`config.mk`:
```
export PLATFORM = sky130hd
export DESIGN_NAME = cartpole_episode_ctrl
export DESIGN_NICKNAME = d
export VERILOG_FILES = /design/src/rtl/cartpole_episode_ctrl.sv
export SDC_FILE = /design/constraint.sdc
export NUM_CORES = 1
export LEC_CHECK = 0
export ABC_CLOCK_PERIOD_IN_PS = 5300
export CORE_AREA = 2 2 220 222
export CTS_CLUSTER_SIZE = 28
export DETAILED_ROUTE_END_ITERATION = 6
export DIE_AREA = 0 0 222 224
export GPL_TIMING_DRIVEN = 0
export HOLD_SLACK_MARGIN = 0.15
export SYNTH_ARGS = -nofsm -noshare
export SYNTH_HDL_FRONTEND = slang
export SYNTH_SLANG_ARGS = --single-unit
```
`constraint.sdc`:
```
create_clock -name aclk -period 5.3 [get_ports aclk]
set_clock_uncertainty 0.2 [all_clocks]
set_input_delay 1.59 -clock aclk [delete_from_list [all_inputs] [get_ports aclk]]
set_output_delay 1.59 -clock aclk [all_outputs]
set_load 0.02 [all_outputs]
```
`src/rtl/cartpole_episode_ctrl.sv`:
```
// cartpole_episode_ctrl: episode sequencer wrapped around the CartPole step-compute block.
// Latency: action accept -> step request next cycle; step result -> observation next cycle; reset request -> observation 5 cycles later.
// Backpressure: observation held until i_obs_ready, step request held until i_step_valid. Define CARTPOLE_RAND_INIT_EN for LFSR-randomised initial state.
module cartpole_episode_ctrl #(
  parameter int          INPUT_BIT = 32,
  parameter int          MAX_STEPS = 500,
  parameter logic [31:0] SEED      = 32'hACE1_2024
) (
  input  logic                 aclk,
  input  logic                 areset,
  input  logic                 i_reset_req,
  input  logic                 i_action_valid,
  output logic                 o_action_ready,
  input  logic [INPUT_BIT-1:0] i_action,
  output logic                 o_step_signal,
  output logic [INPUT_BIT-1:0] o_step_action,
  output logic [INPUT_BIT-1:0] o_step_x,
  output logic [INPUT_BIT-1:0] o_step_x_dot,
  output logic [INPUT_BIT-1:0] o_step_theta,
  output logic [INPUT_BIT-1:0] o_step_theta_dot,
  input  logic [INPUT_BIT-1:0] i_step_x,
  input  logic [INPUT_BIT-1:0] i_step_x_dot,
  input  logic [INPUT_BIT-1:0] i_step_theta,
  input  logic [INPUT_BIT-1:0] i_step_theta_dot,
  input  logic [INPUT_BIT-1:0] i_step_reward,
  input  logic [INPUT_BIT-1:0] i_step_terminated,
  input  logic                 i_step_valid,
  output logic [INPUT_BIT-1:0] o_obs_x,
  output logic [INPUT_BIT-1:0] o_obs_x_dot,
  output logic [INPUT_BIT-1:0] o_obs_theta,
  output logic [INPUT_BIT-1:0] o_obs_theta_dot,
  output logic [INPUT_BIT-1:0] o_reward,
  output logic                 o_terminated,
  output logic                 o_truncated,
  output logic                 o_obs_valid,
  input  logic                 i_obs_ready,
  output logic [15:0]          o_episode_steps
);

  typedef enum logic [2:0] {
    IDLE     = 3'd0,
    INIT     = 3'd1,
    OBS      = 3'd2,
    WAIT_ACT = 3'd3,
    STEP     = 3'd4,
    DONE     = 3'd5
  } state_t;

  localparam logic [15:0] MAX_CNT = 16'(MAX_STEPS);

  if (SEED == 32'h0) begin : g_seed_check
    $error("cartpole_episode_ctrl: SEED must be non-zero");
  end

  state_t               state;
  state_t               state_nxt;
  logic [1:0]           init_cnt;
  logic                 reset_pend;
  logic [INPUT_BIT-1:0] st_x;
  logic [INPUT_BIT-1:0] st_x_dot;
  logic [INPUT_BIT-1:0] st_theta;
  logic [INPUT_BIT-1:0] st_theta_dot;
  logic [INPUT_BIT-1:0] init_word;
  logic                 act_fire;
  logic                 step_done;
  logic                 step_term;
  logic [15:0]          steps_inc;

  // A reset request in the same cycle as a handshake wins; the handshake does not complete.
  assign act_fire  = (state == WAIT_ACT) && i_action_valid && !i_reset_req;
  assign step_done = (state == STEP) && i_step_valid && !(reset_pend || i_reset_req);
  assign step_term = |i_step_terminated;
  assign steps_inc = o_episode_steps + 16'd1;

`ifdef CARTPOLE_RAND_INIT_EN
  localparam logic [31:0] LFSR_MASK = 32'h8020_0003;
  logic [31:0] lfsr;

  always_ff @(posedge aclk) begin
    if (areset) begin
      lfsr <= SEED;
    end else begin
      lfsr <= {1'b0, lfsr[31:1]} ^ (lfsr[0] ? LFSR_MASK : 32'h0);
    end
  end

  // Exponent 0x79 pins magnitude to [2^-6, 2^-5); sign and mantissa are random.
  assign init_word = {lfsr[31], 8'h79, lfsr[22:0]};
`else
  assign init_word = '0;
`endif

  always_ff @(posedge aclk) begin
    if (areset) begin
      state      <= IDLE;
      init_cnt   <= 2'd0;
      reset_pend <= 1'b0;
    end else begin
      state    <= state_nxt;
      init_cnt <= (state == INIT) ? init_cnt + 2'd1 : 2'd0;
      if (state == STEP) begin
        if (i_step_valid) begin
          reset_pend <= 1'b0;
        end else if (i_reset_req) begin
          reset_pend <= 1'b1;
        end
      end else begin
        reset_pend <= 1'b0;
      end
    end
  end

  always_comb begin
    state_nxt = state;
    case (state)
      IDLE:     if (i_reset_req) state_nxt = INIT;
      INIT:     if (init_cnt == 2'd3) state_nxt = OBS;
      OBS: begin
        if (i_reset_req) begin
          state_nxt = INIT;
        end else if (i_obs_ready) begin
          state_nxt = (o_terminated || o_truncated) ? DONE : WAIT_ACT;
        end
      end
      WAIT_ACT: begin
        if (i_reset_req) begin
          state_nxt = INIT;
        end else if (i_action_valid) begin
          state_nxt = STEP;
        end
      end
      STEP: begin
        if (i_step_valid) begin
          state_nxt = (reset_pend || i_reset_req) ? INIT : OBS;
        end
      end
      DONE:     if (i_reset_req) state_nxt = INIT;
      default:  state_nxt = IDLE;
    endcase
  end

  always_comb begin
    o_obs_valid    = 1'b0;
    o_action_ready = 1'b0;
    o_step_signal  = 1'b0;
    case (state)
      OBS:      o_obs_valid    = 1'b1;
      WAIT_ACT: o_action_ready = 1'b1;
      STEP:     o_step_signal  = 1'b1;
      default:  ;
    endcase
  end

  always_ff @(posedge aclk) begin
    if (areset) begin
      st_x            <= '0;
      st_x_dot        <= '0;
      st_theta        <= '0;
      st_theta_dot    <= '0;
      o_reward        <= '0;
      o_terminated    <= 1'b0;
      o_truncated     <= 1'b0;
      o_episode_steps <= '0;
      o_step_action   <= '0;
    end else begin
      if (state == INIT) begin
        case (init_cnt)
          2'd0:    st_x         <= init_word;
          2'd1:    st_x_dot     <= init_word;
          2'd2:    st_theta     <= init_word;
          default: st_theta_dot <= init_word;
        endcase
        if (init_cnt == 2'd3) begin
          o_reward        <= '0;
          o_terminated    <= 1'b0;
          o_truncated     <= 1'b0;
          o_episode_steps <= '0;
        end
      end else if (step_done) begin
        st_x         <= i_step_x;
        st_x_dot     <= i_step_x_dot;
        st_theta     <= i_step_theta;
        st_theta_dot <= i_step_theta_dot;
        o_reward     <= i_step_reward;
        o_terminated <= step_term;
        o_truncated  <= (steps_inc == MAX_CNT) && !step_term;
        if (o_episode_steps != MAX_CNT) begin
          o_episode_steps <= steps_inc;
        end
      end
      if (act_fire) begin
        o_step_action <= {{(INPUT_BIT-1){1'b0}}, |i_action};
      end
    end
  end

  assign o_obs_x          = st_x;
  assign o_obs_x_dot      = st_x_dot;
  assign o_obs_theta      = st_theta;
  assign o_obs_theta_dot  = st_theta_dot;
  assign o_step_x         = st_x;
  assign o_step_x_dot     = st_x_dot;
  assign o_step_theta     = st_theta;
  assign o_step_theta_dot = st_theta_dot;

endmodule

```
==> images/floorplan.png <==
Pins as bars on the die edge.
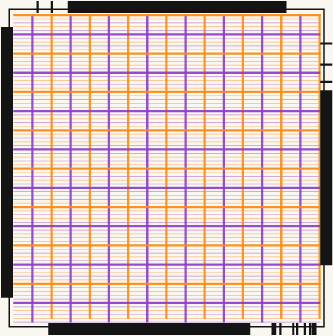
Orange marks VDD. Purple marks VSS.
The core has 80 rows. 16 straps on met5.
core box area: 47350 um^2
worst voltage drop across the vdd grid: 0.1685 mV
Die H: 224 um
horizontal extent of the die: 222 um

==> images/class_map.png <==
The bar under the picture is 50 um long.
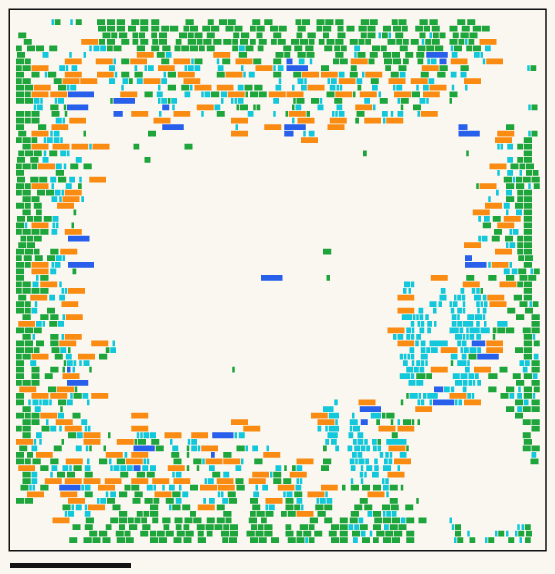
Orange marks registers, cells 185. Blue marks clock drivers and dummy loads, cells 32. Cyan marks remaining logic cells, cells 558. Green marks remaining buffers and delay cells, cells 763.
final cell area excluding filler cells: 15160 um^2
sequential cell area share: 24.43%
core occupancy in the finished layout: 32.02%
Row Count: 80

==> flow_summary_export.csv <==
group,metric,value,unit
drt,drc_violation_count_after_routing,0,
min_path,hold_path_endpoint,"o_reward[27]$_SDFFE_PP0P_",
run_status,outcome,"finished, final reports clean",
clock_tree,postCtsSetupBuffers,0,
grt,initial_antenna_violation_count,1,
sta,timing.max_slew.rel_slack,20.93,%
synth,mappedNetlistArea,8293,um^2
floorplan,fp.dieArea,49730,um^2
cells_and_area,fill_cells,4897,
power_and_ir_drop,power-per-cell-area,205.5,nW/um^2
cells_and_area,area.combinational,3176,um^2
sta,final_hold_viol_count,0,
floorplan,pin_count,571,
clock_tree,numCtsBuffers,17,
synth,synth.top_cells.by_area,"dfxtp_1, a22oi_1, buf_4, nor2_1, clkbuf_1",
placement,placed_cell_area,14550,um^2
critical_path,crit_path_start,"i_step_valid",
cells_and_area,largestClassByArea,"buffers",
grt,grt_overflow_total,0,
sta,rsz_0062_raised_after_global_routing,"false",
synth,enable_flop_cells,0,
critical_path,cpPeakStageDelay,0.91,ns
critical_path,timing.setup.critical_path_class,"in -> reg",
critical_path,critPathBufInv,3,
sta,transition_time_of_the_tightest_slew_check_pin,1.186,ns
synth,synth.ff_latch_count,185,
synth,synth_cell_type_count,57,
job,max_capacitance_violation_total,0,
[state kept, by name (all words and copies together), names as in the netlist]
register,count
init_cnt,2
o_episode_steps,16
o_obs_theta,32
o_obs_theta_dot,32
o_obs_x,32
o_obs_x_dot,32
o_reward,32
o_step_action,1
o_terminated,1
o_truncated,1
reset_pend,1
state,3
[cells by family after synthesis]
| family | after synthesis | synth area share, % |
|---|---|---|
| AOI/OAI and AO/OA | 221 | 19.18 |
| and+or+nand+nor | 285 | 16.26 |
| adders and majority gates | 6 | 0.9052 |
| buffers and inverters | 236 | 18.41 |
| DFF | 185 | 44.66 |
| xor gates and xnor gates | 4 | 0.4225 |
| other | 1 | 0.04522 |
| muxes | 1 | 0.1207 |
[power breakdown]
group	internal, mW	switching, mW	leakage [nW]
combinational	0.203	0.154	3.80
sequential	1.39	0.00467	1.49
clock	0.714	0.645	0.299
total	2.31	0.805	5.58
[tightest hold or removal path, delay by kind of cell, from the launching register on]
family             cells  cell delay [ns]
and+or+nand+nor        1             0.07
AOI/OAI and AO/OA      1             0.06
DFF                    1             0.33
[metal layers]
layer / wire length (um) / GRT usage, %
met5: 13 / 0
met2: 18570 / 25.08
met1: 15400 / 17.15
met3: 2169 / 3.489
met4: 685 / 5.536
[per-stage QoR]
stage	total power, mW	hold WS [ns]	util (%)	cells
3_5_place_dp	1.788	0.2847	30.73	2121
2_1_floorplan	1.561	0.2630	-	969
6_report	3.116	0.2990	32.02	2154
4_1_cts	3.175	0.3060	32.02	2153
3_3_place_gp	1.784	0.2782	30.73	2121
5_1_grt	3.238	0.3247	32.02	2153
[cell usage after synthesis, drive strengths merged (10+ instances only)]
cell type,n
nor4,24
buf,183
inv,10
o21ai,15
clkbuf,43
nor3,13
dfxtp,185
nand3,10
nand2,13
a21oi,22
a22oi,161
nand4,10
nor2,183
No activity file was given, so power comes from the tool's default toggle rates.
